`src/rtl/pc_next_unit_if.sv`:
```
// Fetch-stage control bus for pc_next_unit.
//   master: the ID-stage/hazard side; drives Stall/Branch/Zero/BranchOffset/
//           Jump/JumpIndex and observes PC/PCPlus4/Flush/Misaligned.
//   slave : the pc_next_unit side.
interface pc_next_unit_if;
  logic        Stall;
  logic        Branch;
  logic        Zero;
  logic [31:0] BranchOffset;
  logic        Jump;
  logic [25:0] JumpIndex;
  logic [31:0] PC;
  logic [31:0] PCPlus4;
  logic        Flush;
  logic        Misaligned;

  modport master (
    output Stall, Branch, Zero, BranchOffset, Jump, JumpIndex,
    input  PC, PCPlus4, Flush, Misaligned
  );

  modport slave (
    input  Stall, Branch, Zero, BranchOffset, Jump, JumpIndex,
    output PC, PCPlus4, Flush, Misaligned
  );
endinterface

```
`src/rtl/pc_next_unit.sv`:
```
// Program counter and next-PC selection for the MIPS fetch stage.
// Ports:
//   Clock   - rising-edge clock
//   Reset_n - asynchronous active-low reset
//   bus     - pc_next_unit_if.slave
//             in : Stall, Branch, Zero, BranchOffset[31:0], Jump, JumpIndex[25:0]
//             out: PC (fetch address), PCPlus4 (PC+4 of the ID instruction),
//                  Flush (ID instruction is a bubble), Misaligned (sticky)
// Every output comes straight from a flop; there is no input-to-output path.
module pc_next_unit #(
  parameter logic [31:0] RESET_VECTOR = 32'h0000_0000
) (
  input logic          Clock,
  input logic          Reset_n,
  pc_next_unit_if.slave bus
);

  typedef enum logic {RUN = 1'b0, REDIRECT = 1'b1} state_t;

  state_t      state_q, state_d;
  logic [31:0] pc_q, pc_d;
  logic [31:0] pcp4_q, pcp4_d;
  logic        flush_q, flush_d;
  logic        mis_q, mis_d;

  logic [31:0] seq, btarget, jtarget;

  assign seq     = pc_q + 32'd4;
  // Offset is expected word aligned; low bits are dropped so PC stays aligned
  // and a non-zero low pair is only reported through Misaligned.
  assign btarget = (pcp4_q + bus.BranchOffset) & ~32'h3;
  assign jtarget = {pcp4_q[31:28], bus.JumpIndex, 2'b00};

  always_comb begin
    state_d = state_q;
    pc_d    = pc_q;
    pcp4_d  = pcp4_q;
    mis_d   = mis_q;
    case (state_q)
      RUN: begin
        if (!bus.Stall) begin
          pcp4_d = seq;
          if (bus.Jump) begin
            pc_d    = jtarget;
            state_d = REDIRECT;
          end else if (bus.Branch && bus.Zero) begin
            pc_d    = btarget;
            state_d = REDIRECT;
            if (bus.BranchOffset[1:0] != 2'b00) mis_d = 1'b1;
          end else begin
            pc_d = seq;
          end
        end
      end
      REDIRECT: begin
        // ID holds the wrong-path fetch: control inputs are ignored here.
        if (!bus.Stall) begin
          pc_d    = seq;
          pcp4_d  = seq;
          state_d = RUN;
        end
      end
      default: state_d = RUN;
    endcase
    // Flush is high exactly while the next state is REDIRECT, so it follows
    // a stalled REDIRECT and drops on the cycle the stall releases.
    flush_d = (state_d == REDIRECT);
  end

  always_ff @(posedge Clock or negedge Reset_n) begin
    if (!Reset_n) begin
      state_q <= RUN;
      pc_q    <= RESET_VECTOR;
      pcp4_q  <= RESET_VECTOR + 32'd4;
      flush_q <= 1'b0;
      mis_q   <= 1'b0;
    end else begin
      state_q <= state_d;
      pc_q    <= pc_d;
      pcp4_q  <= pcp4_d;
      flush_q <= flush_d;
      mis_q   <= mis_d;
    end
  end

  assign bus.PC         = pc_q;
  assign bus.PCPlus4    = pcp4_q;
  assign bus.Flush      = flush_q;
  assign bus.Misaligned = mis_q;

endmodule

```
`src/flat_wrapper.sv`:
```
// flat-port wrapper written by rule: the top's interface ports become plain ports
module pc_next_unit_flat 
#(
  parameter logic [31:0] RESET_VECTOR = 32'h0000_0000
)
  (Clock, Reset_n, bus_Stall, bus_Branch, bus_Zero, bus_BranchOffset, bus_Jump, bus_JumpIndex, bus_PC, bus_PCPlus4, bus_Flush, bus_Misaligned);
  pc_next_unit_if bus_i ();
  input logic Clock;
  input logic Reset_n;
  input wire logic [$bits(bus_i.Stall)-1:0] bus_Stall;
  input wire logic [$bits(bus_i.Branch)-1:0] bus_Branch;
  input wire logic [$bits(bus_i.Zero)-1:0] bus_Zero;
  input wire logic [$bits(bus_i.BranchOffset)-1:0] bus_BranchOffset;
  input wire logic [$bits(bus_i.Jump)-1:0] bus_Jump;
  input wire logic [$bits(bus_i.JumpIndex)-1:0] bus_JumpIndex;
  output wire logic [$bits(bus_i.PC)-1:0] bus_PC;
  output wire logic [$bits(bus_i.PCPlus4)-1:0] bus_PCPlus4;
  output wire logic [$bits(bus_i.Flush)-1:0] bus_Flush;
  output wire logic [$bits(bus_i.Misaligned)-1:0] bus_Misaligned;
  assign bus_i.Stall = bus_Stall;
  assign bus_i.Branch = bus_Branch;
  assign bus_i.Zero = bus_Zero;
  assign bus_i.BranchOffset = bus_BranchOffset;
  assign bus_i.Jump = bus_Jump;
  assign bus_i.JumpIndex = bus_JumpIndex;
  assign bus_PC = bus_i.PC;
  assign bus_PCPlus4 = bus_i.PCPlus4;
  assign bus_Flush = bus_i.Flush;
  assign bus_Misaligned = bus_i.Misaligned;
  pc_next_unit #(.RESET_VECTOR(RESET_VECTOR)) u_core (.Clock(Clock), .Reset_n(Reset_n), .bus(bus_i));
endmodule
```
`config.mk`:
```
export PLATFORM = sky130hd
export DESIGN_NAME = pc_next_unit_flat
export DESIGN_NICKNAME = d
export VERILOG_FILES = /design/src/rtl/pc_next_unit_if.sv /design/src/rtl/pc_next_unit.sv /design/src/flat_wrapper.sv
export SDC_FILE = /design/constraint.sdc
export NUM_CORES = 1
export LEC_CHECK = 0
export CORE_MARGIN = 2
export CORE_UTILIZATION = 30
export CTS_CLUSTER_SIZE = 20
export DETAILED_ROUTE_END_ITERATION = 6
export PLACE_DENSITY = 0.55
export SYNTH_ARGS = -nofsm -noshare
export SYNTH_HDL_FRONTEND = slang
export SYNTH_SLANG_ARGS = --single-unit
```
`constraint.sdc`:
```
create_clock -name Clock -period 5.68 [get_ports Clock]
set_input_delay 1.704 -clock Clock [delete_from_list [all_inputs] [get_ports Clock]]
set_output_delay 1.704 -clock Clock [all_outputs]
set_load 0.01 [all_outputs]
```
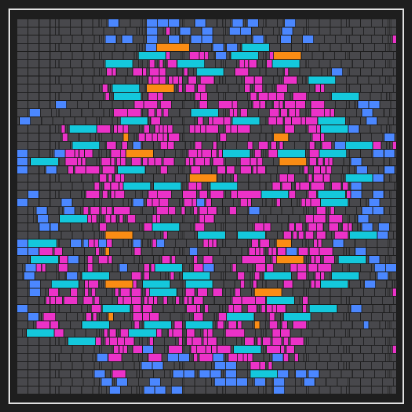
*Placement by cell class*
(3 px per um) Fill, decap, tap and diode cells in gray.
Blue shows remaining buffers and delay cells, cells 133, share of their area 21%. Magenta shows remaining logic cells, cells 476, share of their area 50%. Orange shows clock drivers and dummy loads, cells 16, share of their area 4.8%. Cyan shows sequential cells, cells 62, share of their area 25%.

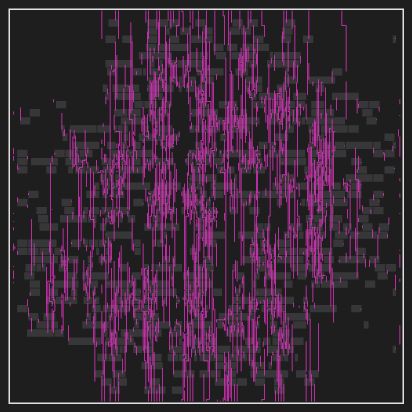
*The metal 2 layer*
(3 px per um)
The layer holds 45% of the routed length. The layer carries 7550 um of wire. 650 nets have wire on it. The wires run mostly vertical. The longest straight run is 53.7 um.
drt total wl: 16.7 mm
GR met2 Demand/Resource: 31.0%

==> flow_summary_export.csv <==
group,metric,value,unit
power_and_ir_drop,leakage,2.71,nW
logic_synthesis,ys.flop_type,"dfrtp_1",
finish,seq_area,1550,um^2
worst_setup_path,cpPeakStageDelay,0.41,ns
cts,cts_tree,"yes",
worst_setup_path,crit_required,5.90,ns
sta,fin_crit_sh,74.3,%
outcome,run_status,"complete, no violations",
sta,setup-violations-final,0,
logic_synthesis,ys.flops,62,
logic_synthesis,syn_area,4820,um^2
logic_synthesis,synth_top_area_share,31.6,%
worst_setup_path,start_kind,"input pin",
hold_path,hold_path.class,"reg2reg",
cts,htreeDepth,3,
logic_synthesis,synth-async-reset-ratio,100,%
worst_setup_path,worstSetupEndpointType,"flip-flop",
worst_setup_path,timing.critical_path.buf_inv,1,
grt,gr-total-overflow,0,
flow_run,drv_cap,0,
place,placed_area,6270,um^2
place,place_hpwl,12.3,mm
logic_synthesis,top_area_cell,"dfrtp_1",
drt,drt-wirelength-per-cell,18.4,um
worst_setup_path,critPathMaxFanout,4,
place,portBuffers,125,
floorplanning,pin_count,130,
finish,logic_area,3110,um^2
floorplanning,core_area,15800,um^2
drt,vias,4826,
cts,clkTransAtPathRegs,0.06,ns
finish,fin_util,41.5,%
logic_synthesis,yosysMostFrequentCell,"nand2_1",
finish,final_nets,776,
power_and_ir_drop,powerDensity,385,nW/um^2
drt,drtIter0Drc,332,
cts,clock_path_buffers,2,
cts,ctsHoldBuffers,0,
place,dp.cells,887,
worst_setup_path,crit_top_cell,"a21oi_1",
finish,final_cells,903,
grt,grt_use_total,19.9,%
worst_setup_path,cp_cell_sequence,"clkdlybuf4s50_1, ha_1, a21o_1, a21oi_1, nand3b_1, o211ai_1, a31oi_1, a21oi_1, nor4b_1, nor3_1",
finish,drive_above_1_share,6.70,%
worst_setup_path,criticalPathCategory,"in2reg",
grt,grt_pass1_wl,26.1,mm
cts,cts-root-buf,"clkbuf_16",
floorplanning,die_y,131,um
cts,cts_buffers,9,
grt,grt_pass1_vias,4760,
floorplanning,initCoreUtil,30.5,%
logic_synthesis,yosys.cell_types.count,69,
logic_synthesis,ys_seq_share,32.2,%
logic_synthesis,synthCells,565,
cts,cts_sinks,62,
finish,antenna_cells,0,
worst_setup_path,slowest_stage,"clkdlybuf4s50_1",
logic_synthesis,yosys_warnings,0,
logic_synthesis,syn_avg_cell_area,8.54,um^2
sta,skew,0.00901,ns
place,place.gp.congestion,0.853,
worst_setup_path,path_delay_family,"AND-OR/OR-AND gates",
drt,routed_via_density,5.34,
logic_synthesis,ys_top_cells_by_count,"nand2_1 (62), dfrtp_1 (61), nor2_1 (54), o21ai_0 (37), xnor2_1 (34)",
drt,postRouteAntennaNets,0,
sta,tns,0,ns
floorplanning,die_w,131,um
worst_setup_path,r2r_slack,2.81,ns
cts,post_cts_buffers,0,
worst_setup_path,cp.arrival,4.44,ns
sta,worstMarginPinSlew,0.797,ns
finish,synthToLayoutAreaGrowth,36.3,%
logic_synthesis,ys_cells,565,
logic_synthesis,edf_count,0,
logic_synthesis,ys_area,4820,um^2
sta,rsz0062_at_grt,"no",
sta,min_period,4.22,ns
logic_synthesis,ys_top_cells_by_area,"dfrtp_1 (32%), ha_1 (7.8%), xnor2_1 (6.2%)",
sta,maxSlewHeadroom,46.7,%
sta,slew_viol_final,0,
sta,max_freq,237,MHz
sta,hold_viol_final,0,
drt,remaining_drc_errors,0,
cts,ctsResizeCount,0,
flow_run,warning_count,26,
drt,drtPass1Iterations,5,
floorplanning,num_rows,46,
cts,clkLatencyLatePin,0.34,ns
grt,antenna_found_initial,0,
floorplanning,die_area,17100,um^2
power_and_ir_drop,peakVddDrop,0.160,mV
finish,fin_area,6580,um^2
grt,grt_max_degree,51,
finish,fill_cells,1574,
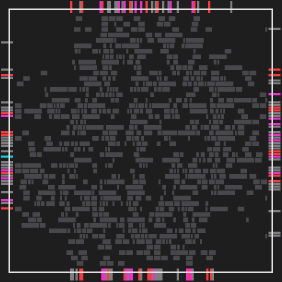
*Pin map*
(2 px per um) Pins as bars across the die edge, other pins in gray.
Red shows bus_BranchOffset, pins 32, direction input, edge 10 bottom, 8 right, 8 top, 6 left. Cyan shows bus_Jump, pins 1, direction input, edge left. Magenta shows bus_JumpIndex, pins 26, direction input, edge 8 bottom, 7 right, 7 top, 4 left.
All pins by edge: 37 right, 34 bottom, 30 left, 29 top.

## worst paths after layout
kind,startpoint,end,cells after the start
max,bus_BranchOffset[11],u_core.bus.PC[28],10
min,u_core.bus.Misaligned,u_core.bus.Misaligned,1
max reg2reg,u_core.bus.PCPlus4[11],u_core.bus.PC[28],9
min reg2reg,u_core.bus.Misaligned,u_core.bus.Misaligned,1
max in group asynchronous,Reset_n,u_core.bus.PCPlus4[2],2
min in group asynchronous,Reset_n,u_core.bus.PCPlus4[14],1
## registers in the layout (all words and copies together) (netlist names)
name and cells:
u_core.state_q 1, u_core.bus.PC 30, u_core.bus.Misaligned 1, u_core.bus.PCPlus4 30
## cells in the final DEF, fill, tap and decap left out, types with 4 or more instances in the layout
cell / count
nand4_1: 5
buf_4: 8
a21o_1: 11
ha_1: 30
or2_2: 5
inv_1: 10
o21ai_1: 9
nor2_1: 54
nor4_1: 4
clkdlybuf4s50_1: 123
o221ai_1: 6
dfrtp_1: 61
o21ai_0: 37
clkbuf_16: 9
xnor2_1: 34
and2_1: 6
a22oi_1: 13
o21a_1: 7
nand3_1: 15
a22o_1: 5
nand2_1: 62
a221oi_1: 8
nor3_1: 12
o22ai_1: 10
xor2_1: 22
a21oi_1: 26
o211ai_1: 5
conb_1: 4
a221o_1: 4
mux2_2: 5
and3_1: 13
## cell type report
type / count / area share [%]
Clock buffer: 12 / 3.90
Inverter: 11 / 0.628
Sequential cell: 62 / 23.6
Timing Repair Buffer: 133 / 19.8
Multi-Input combinational cell: 465 / 47.3
Tap cell: 216 / 4.11
Clock inverter: 4 / 0.685
## stage by stage
| stage | setup WS, ns | power [mW] | hold slack (ns) |
|---|---|---|---|
| 2_1_floorplan | 1.87 | 1.43 | 0.503 |
| 3_3_place_gp | 1.20 | 1.93 | 0.461 |
| 3_5_place_dp | 1.12 | 1.94 | 0.462 |
| 4_1_cts | 1.47 | 2.53 | 0.475 |
| 5_1_grt | 1.16 | 2.70 | 0.483 |
| 6_report | 1.46 | 2.53 | 0.471 |
## cell families after synthesis
family | synth area share [%]
xor+xnor | 10.2
mux | 1.61
simple gates | 20.6
other cells | 0.0777
buf+inv | 3.61
compound gates | 24.0
fa+ha+maj | 7.78
flops | 32.2
## per-layer routing
layer | wire (um) | part of all wire [%] | track usage (%)
met3 | 1220 | 7.3 | 4.07
met4 | 258 | 1.5 | 6.38
met2 | 7550 | 45 | 31.0
met5 | 0 | 0 | 0
met1 | 7630 | 46 | 27.8
## where the power goes
part | internal (mW) | switching, mW | total, mW
Combinational | 0.607 | 0.577 | 1.18
Sequential | 0.571 | 0.194 | 0.764
Clock | 0.362 | 0.218 | 0.580
Power is estimated from default activity; no workload was simulated.
